Design shift_unit_iter, sky130hd; sources not shown.
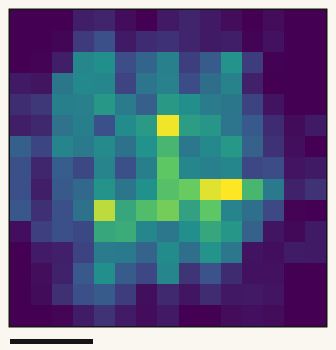
(run_1/metal_density.png)
Scale bar: 20 um. The die is cut into 15 by 15 equal tiles; dark purple is low, yellow is high, scaled to the fullest tile. Values are wire area over tile area, all layers added.
18% of the tiles are nearly empty. The densest ninth of the die: middle. The mean over all tiles is 0.17.
average detailed-routed wire length per instance: 16.7 um
gr usage total: 21.5%

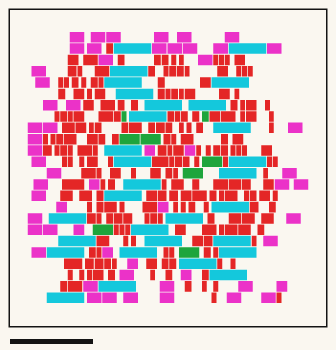
(run_1/placement_by_type.png)
Scale bar: 20 um.
Key: combinational and other logic = red [cells 223]; remaining buffers and delay cells = magenta [cells 57]; clock drivers and dummy loads = green [cells 8]; sequential cells = cyan [cells 30]
share of the core filled with cells: 60.9%
core outline area: 0.00441 mm^2

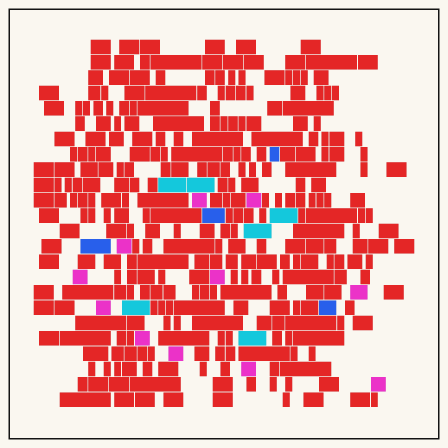
(run_1/sizes.png)
Key: _2 cells = blue [cells 4]; _0 and _1 cells = red [cells 297]; _3 and _4 cells = magenta [cells 11]; _6 and larger = cyan [cells 6]
final design instance area without fill: 0.00269 mm^2
final worst slack: 252 ps
signed area change from the synthesized netlist to the final layout: 29.6%
count of buffers not belonging to the clock network in the layout: 57

==> metrics.yaml, run 1 <==
routing:
  routed-via-count: 2249
  post-route-drc-count: 0
  detail-route-antenna-nets: 0
  drt_pre_antenna_iters: 5
  detail_route.wirelength_um: 6160
  avgViaCountPerCell: 6.08
  first_iter_violations: 214
sta:
  finalCritPeriodShare_pct: 90.1
  rel_slew_slack_pct: 53.5
  min_period_ps: 2300
  setup-violations-final: 0
  timing_max_transition_violations_final: 0
  worst_pin_slew_ps: 692
  finalHoldViolations: 0
  setup_tns_ps: 0
  grt_setup_unrepaired: "false"
  fmax_mhz: 435
synth:
  synth_cells: 272
  synth.lib_cells_used.distinct: 47
  synthTopCellsByArea: "sky130_fd_sc_hd__dfrtp_1 36%, sky130_fd_sc_hd__nand2_1 12%, sky130_fd_sc_hd__o21ai_0 6.5%"
  async_flop_share_pct: 100
  ys_ff: 30
  synth-edff-count: 0
  synthesis.nets: 299
  synth.yosys.seq_area_share_pct: 36.2
  synth_top_cell_by_count: "sky130_fd_sc_hd__nand2_1"
  syn_area_per_cell_um2: 7.63
  yosys.area.top_type: "sky130_fd_sc_hd__dfrtp_1"
  yosys_cells: 272
  synth_top_area_share_pct: 36.2
  synth.cell_area_mm2: 0.00208
  yosysChipArea_mm2: 0.00208
  synthesis.yosys.warnings: 0
  yosys_most_used_dff: "sky130_fd_sc_hd__dfrtp_1"
  netlist_top_cells_count: "68 x sky130_fd_sc_hd__nand2_1, 30 x sky130_fd_sc_hd__dfrtp_1, 27 x sky130_fd_sc_hd__o21ai_0, 18 x sky130_fd_sc_hd__a21oi_1"
finish:
  register_area_um2: 751
  largest_register_ff_count: 16
  design.final.nets: 344
  final_layout_size_suffix_gt1_share_pct: 6.60
  layoutNonFillerInstCount: 370
  combGateArea_mm2: 0.00120
  antenna_cells: 0
  layout.filler_cells: 397
global_route:
  wire_length_of_the_first_global_routing_pass_um: 10500
  number_of_global_route_vias_before_repair: 2171
  antenna_found_initial: 0
  grt_remaining_overflow: 0
  pin_count_of_the_biggest_net_entering_global_routing: 31
power_and_ir_drop:
  pwr_density_cell_mw_per_mm2: 1090
  netSwitchingPower_mw: 1.29
  power.static_leakage_nw: 1.12
  internal_power_mw: 1.63
  pwr.group.clock_mw: 0.392
  switching_share_pct: 44.3
  power.clock.fraction_pct: 13.4
  vdd_ir_drop_max_mv: 0.570
  seq-power_mw: 1.04
  power.largest_group: "combinational cells"
  comb_power_share_pct: 50.9
  power_combinational_mw: 1.49
  seqPwrFrac_pct: 35.7
worst_setup_path:
  cp.arrival_ps: 1770
  crit_path_end_kind: "primary output"
  path_max_fanout: 14
  worst_setup_path_start_kind: "flip-flop"
  worstRegToRegCells: 5
  criticalPathCategory: "reg2out"
  crit_required_ps: 2020
  reg2reg_slack_ps: 550
cts:
  clock-sinks: 30
  htree_num_levels: 2
  cts_tree: "done"
  clkTransAtPathRegs_ps: 70
  clkLatencyLatePin_ps: 280
  clock_path_buffers: 2
  postCtsSetupRepairBufs: 0
  cts-buffers-inserted: 5
  clockRootBuffer: "sky130_fd_sc_hd__clkbuf_8"
  cts_repair_resize_count: 0
  postCtsHoldBufs: 0
floorplan:
  chip_area_mm2: 0.00576
  die_y_um: 75.9
  floorplan.rows: 24
  die_x_um: 75.9
  boundaryPins: 48
  starting_density_of_the_core_pct: 47.0
run_status:
  status: "complete, no violations"
placed_design:
  globalplace.congestion: 0.882
  numPlacedInstances: 362
  port-buffer-count: 47
  post-dp-hpwl_um: 4610
run:
  cap_violations: 0
  openroad.warnings: 26
worst_hold_path:
  hold_class: "in2async"
## run 1: critical path: stages, from the launching register on
cell	delay [ps]
sky130_fd_sc_hd__dfrtp_1	370
sky130_fd_sc_hd__nand2b_1	150
sky130_fd_sc_hd__inv_1	340
sky130_fd_sc_hd__clkdlybuf4s50_1	630
## run 1: cells by family (layout without fill, tap and decap cells)
family,after synthesis,in the layout,share of synthesized area (%)
AND/OR/NAND/NOR,109,109,23.3
multiplexers,8,8,3.92
AND-OR/OR-AND,92,92,28.6
adder cells (fa/ha/maj),1,1,0.603
XOR/XNOR,2,2,0.844
flip-flops,30,30,36.2
buffers and inverters,30,76,6.51
## run 1: cells in the final DEF, fill, tap and decap left out, types with 2 or more instances in the layout
master | netlist | layout
sky130_fd_sc_hd__nor3_1 | 4 | 4
sky130_fd_sc_hd__a211oi_1 | 3 | 3
sky130_fd_sc_hd__a221o_1 | 2 | 2
sky130_fd_sc_hd__dfrtp_1 | 30 | 30
sky130_fd_sc_hd__or4_1 | 2 | 2
sky130_fd_sc_hd__a22oi_1 | 13 | 13
sky130_fd_sc_hd__clkbuf_8 | 0 | 6
sky130_fd_sc_hd__a31oi_1 | 3 | 3
sky130_fd_sc_hd__a22o_1 | 4 | 4
sky130_fd_sc_hd__o211ai_1 | 6 | 6
sky130_fd_sc_hd__buf_4 | 1 | 10
sky130_fd_sc_hd__inv_1 | 11 | 11
sky130_fd_sc_hd__o31ai_1 | 2 | 2
sky130_fd_sc_hd__o21ai_0 | 27 | 27
sky130_fd_sc_hd__nor2_1 | 11 | 11
sky130_fd_sc_hd__o221ai_1 | 2 | 2
sky130_fd_sc_hd__a21oi_1 | 18 | 18
sky130_fd_sc_hd__nand2_1 | 68 | 68
sky130_fd_sc_hd__nor4_1 | 5 | 5
sky130_fd_sc_hd__mux2i_1 | 7 | 7
sky130_fd_sc_hd__nor2b_1 | 2 | 2
sky130_fd_sc_hd__clkdlybuf4s50_1 | 0 | 47
sky130_fd_sc_hd__nand3_1 | 9 | 9
sky130_fd_sc_hd__nand2b_1 | 2 | 2
## run 1: stage by stage
stage	area, um^2	hold slack [ps]	power (mW)	util (%)	setup slack, ps
floorplan	2080	293	1.87	-	678
global placement	2600	312	2.48	58.9	346
detailed placement	2600	314	2.51	58.9	321
CTS	2690	328	2.91	60.9	256
global route	2690	344	3.14	60.9	165
finish	2690	322	2.92	60.9	252
## run 1: layout make-up
| type | count | area share (%) |
|---|---|---|
| multi-input combinational | 212 | 44.5 |
| sequential | 30 | 27.9 |
| timing repair buffer | 57 | 20.3 |
| clock buffer | 7 | 3.21 |
| tap | 52 | 2.42 |
| inverter | 11 | 1.53 |
| clock inverter | 1 | 0.186 |
## run 1: metal layers
| metal | GRT usage (%) | routed length, um | vias to the layer above |
|---|---|---|---|
| met1 | 29.3 | 2670 | 1052 |
| met4 | 6.05 | 86 | 0 |
| met5 | 0 | 0 | - |
| li1 | - | - | 1074 |
| met2 | 34.6 | 2950 | 114 |
| met3 | 4.38 | 455 | 9 |
==> run 2, diff against run 1 <==
ABC_CLOCK_PERIOD_IN_PS = 2550   (was not set)
SLEW_MARGIN = 25   (was not set)
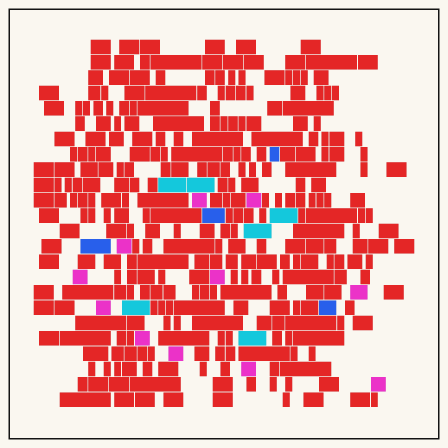
(run_2/sizes.png)
Key: _3 and _4 cells = magenta [cells 11]; _2 cells = blue [cells 4]; _0 and _1 cells = red [cells 297]; _6 and larger = cyan [cells 6]

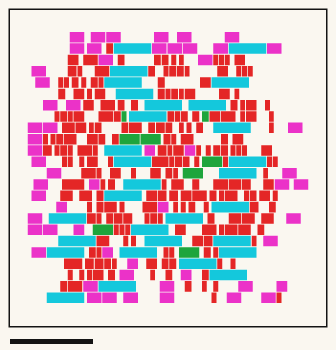
(run_2/placement_by_type.png)
Scale bar: 20 um.
Key: combinational and other logic = red [cells 223]; remaining buffers and delay cells = magenta [cells 57]; clock drivers and dummy loads = green [cells 8]; sequential cells = cyan [cells 30]
register fraction of the total cell area: 27.9%
floorplan row count: 24

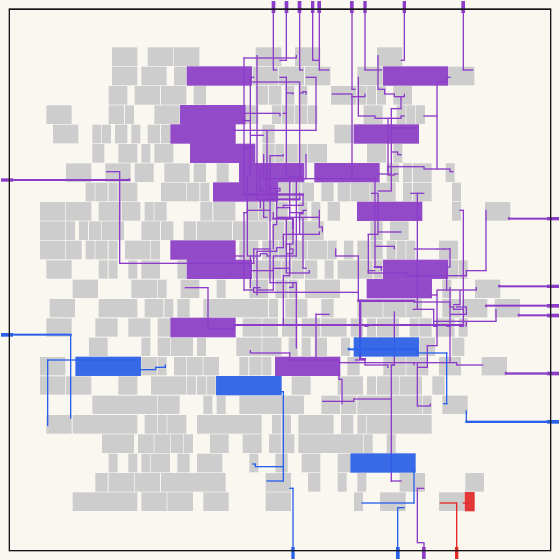
(run_2/io_fan.png)
Key: SHIFT_OUT = purple [bits 16, direction output, end cells 16, wire 1030 um]; CVNZ_shift = blue [bits 4, direction output, end cells 4, wire 129 um]; rst = red [bits 1, direction input, end cells 1, wire 9.20 um]
I/O Buffers: 47
I/O pin cnt: 48

==> run 2 against run 1 <==
Against the previous run:
- synthesized cell count unchanged
- global-route usage unchanged
- critical path type unchanged
- sequential share of layout area unchanged
- largest cell class unchanged
- first-iteration DRC count unchanged
- register-to-register slack about the same
- fmax unchanged
- cell count unchanged
- highest routed layer unchanged
- count of clock-buffer cells in the layout unchanged
- non-clock buffer count unchanged
- critical path depth unchanged
- clock power about the same
- design area unchanged
==> metrics.yaml, run 2 <==
global_route:
  grt_remaining_overflow: 0
  grt_use_total_pct: 21.5
  antenna_found_initial: 0
  wire_length_of_the_first_global_routing_pass_um: 10500
  number_of_global_route_vias_before_repair: 2171
  pin_count_of_the_biggest_net_entering_global_routing: 31
synth:
  synth_cells: 272
  yosys_most_used_dff: "sky130_fd_sc_hd__dfrtp_1"
  synthesis.yosys.warnings: 0
  ys_ff: 30
  netlist_top_cells_count: "68 x sky130_fd_sc_hd__nand2_1, 30 x sky130_fd_sc_hd__dfrtp_1, 27 x sky130_fd_sc_hd__o21ai_0, 18 x sky130_fd_sc_hd__a21oi_1"
  yosys.area.top_type: "sky130_fd_sc_hd__dfrtp_1"
  synth.cell_area_mm2: 0.00208
  synth_top_cell_by_count: "sky130_fd_sc_hd__nand2_1"
  synth.yosys.seq_area_share_pct: 36.2
  async_flop_share_pct: 100
  synthesis.nets: 299
  yosys_cells: 272
  synthTopCellsByArea: "sky130_fd_sc_hd__dfrtp_1 36%, sky130_fd_sc_hd__nand2_1 12%, sky130_fd_sc_hd__o21ai_0 6.5%"
  syn_area_per_cell_um2: 7.63
  yosysChipArea_mm2: 0.00208
  synth-edff-count: 0
  synth.lib_cells_used.distinct: 47
  synth_top_area_share_pct: 36.2
power_and_ir_drop:
  power.static_leakage_nw: 1.12
  pwr_density_cell_mw_per_mm2: 1090
  vdd_ir_drop_max_mv: 0.570
  total_power_mw: 2.92
floorplan:
  starting_density_of_the_core_pct: 47.0
  die_y_um: 75.9
  core_outline_area_mm2: 0.00441
  chip_area_mm2: 0.00576
  die_x_um: 75.9
finish:
  areaGrowthSynthToFinish_pct: 29.6
  lay_top_count: "sky130_fd_sc_hd__nand2_1"
  layout_top_cells: "68 x sky130_fd_sc_hd__nand2_1, 47 x sky130_fd_sc_hd__clkdlybuf4s50_1, 30 x sky130_fd_sc_hd__dfrtp_1"
  antenna_cells: 0
  design.final.nets: 344
  final_layout_size_suffix_gt1_share_pct: 6.60
  layoutNonFillerInstCount: 370
  largest_register_ff_count: 16
  layout.filler_cells: 397
sta:
  finalCritPeriodShare_pct: 90.1
  finalHoldViolations: 0
  setup-violations-final: 0
  fmax_mhz: 435
  hold_ws_ps: 322
  rel_slew_slack_pct: 53.5
  timing_max_transition_violations_final: 0
  grt_setup_unrepaired: "false"
  min_period_ps: 2300
  worst_pin_slew_ps: 692
  fin_ws_ps: 252
  setup_tns_ps: 0
routing:
  avgViaCountPerCell: 6.08
  detail-route-antenna-nets: 0
  wl_met1_um: 2670
  route.met2.wl_um: 2950
  wl_per_cell_um: 16.7
  post-route-drc-count: 0
  route.met3.wl_um: 455
  first_iter_violations: 214
  drt_pre_antenna_iters: 5
  routed-via-count: 2249
  top_layer_in_use: "met4"
  detail_route.wirelength_um: 6160
cts:
  clock-sinks: 30
  clockRootBuffer: "sky130_fd_sc_hd__clkbuf_8"
  postCtsSetupRepairBufs: 0
  clkLatencyLatePin_ps: 280
  cts_tree: "done"
  clkTransAtPathRegs_ps: 70
  htree_num_levels: 2
  cts-buffers-inserted: 5
  cts_repair_resize_count: 0
  postCtsHoldBufs: 0
  clock_path_buffers: 2
placed_design:
  globalplace.congestion: 0.882
  numPlacedInstances: 362
  post-dp-hpwl_um: 4610
  preCtsSetupSlack_ps: 321
run_status:
  status: "complete, no violations"
worst_setup_path:
  criticalPathCategory: "reg2out"
  cp.arrival_ps: 1770
  reg2reg_slack_ps: 550
  worst_setup_path_start_kind: "flip-flop"
  crit_required_ps: 2020
  worstRegToRegCells: 5
  crit_path_end_kind: "primary output"
  path_max_fanout: 14
run:
  cap_violations: 0
  openroad.warnings: 26
worst_hold_path:
  hold_class: "in2async"
-- run 2: cell counts after synthesis --
Identical to the previous run, type by type.
-- run 2: logic make-up after synthesis --
group	synth area share, %
AOI/OAI and AO/OA	28.6
xor gates and xnor gates	0.844
adders and majority gates	0.603
buffers and inverters	6.51
DFF	36.2
muxes	3.92
and+or+nand+nor	23.3
-- run 2: stage by stage --
step / cell area (um^2) / utilization [%]
6_report: 2690 / 60.9
4_1_cts: 2690 / 60.9
2_1_floorplan: 2080 / -
5_1_grt: 2690 / 60.9
3_5_place_dp: 2600 / 58.9
3_3_place_gp: 2600 / 58.9
-- run 2: where the power goes --
| part | leakage (nW) | switching, mW | total, mW | internal (mW) |
|---|---|---|---|---|
| combinational | 0.705 | 0.766 | 1.49 | 0.720 |
| clock | 0.0482 | 0.175 | 0.392 | 0.217 |
| sequential | 0.366 | 0.351 | 1.04 | 0.690 |
-- run 2: area by class of cell --
class                   count  area, um^2  area share [%]
clock buffers               7        86.3            3.21
clock inverters             1        5.00           0.186
inverters                  11        41.3            1.53
multi-input cells         212        1200            44.5
flip-flops and latches     30         751            27.9
well taps                  52        65.1            2.42
repair buffers             57         546            20.3
-- run 2: critical path: stages (launching register included) --
cell and delay [ps]:
sky130_fd_sc_hd__dfrtp_1 370, sky130_fd_sc_hd__nand2b_1 150, sky130_fd_sc_hd__inv_1 340, sky130_fd_sc_hd__clkdlybuf4s50_1 630
-- run 2: per-layer routing --
metal  up-vias  GRT usage, %
li1       1074             -
met1      1052          29.3
met2       114          34.6
met3         9          4.38
met4         0          6.05
met5         -             0
Power is estimated from default activity; no workload was simulated.
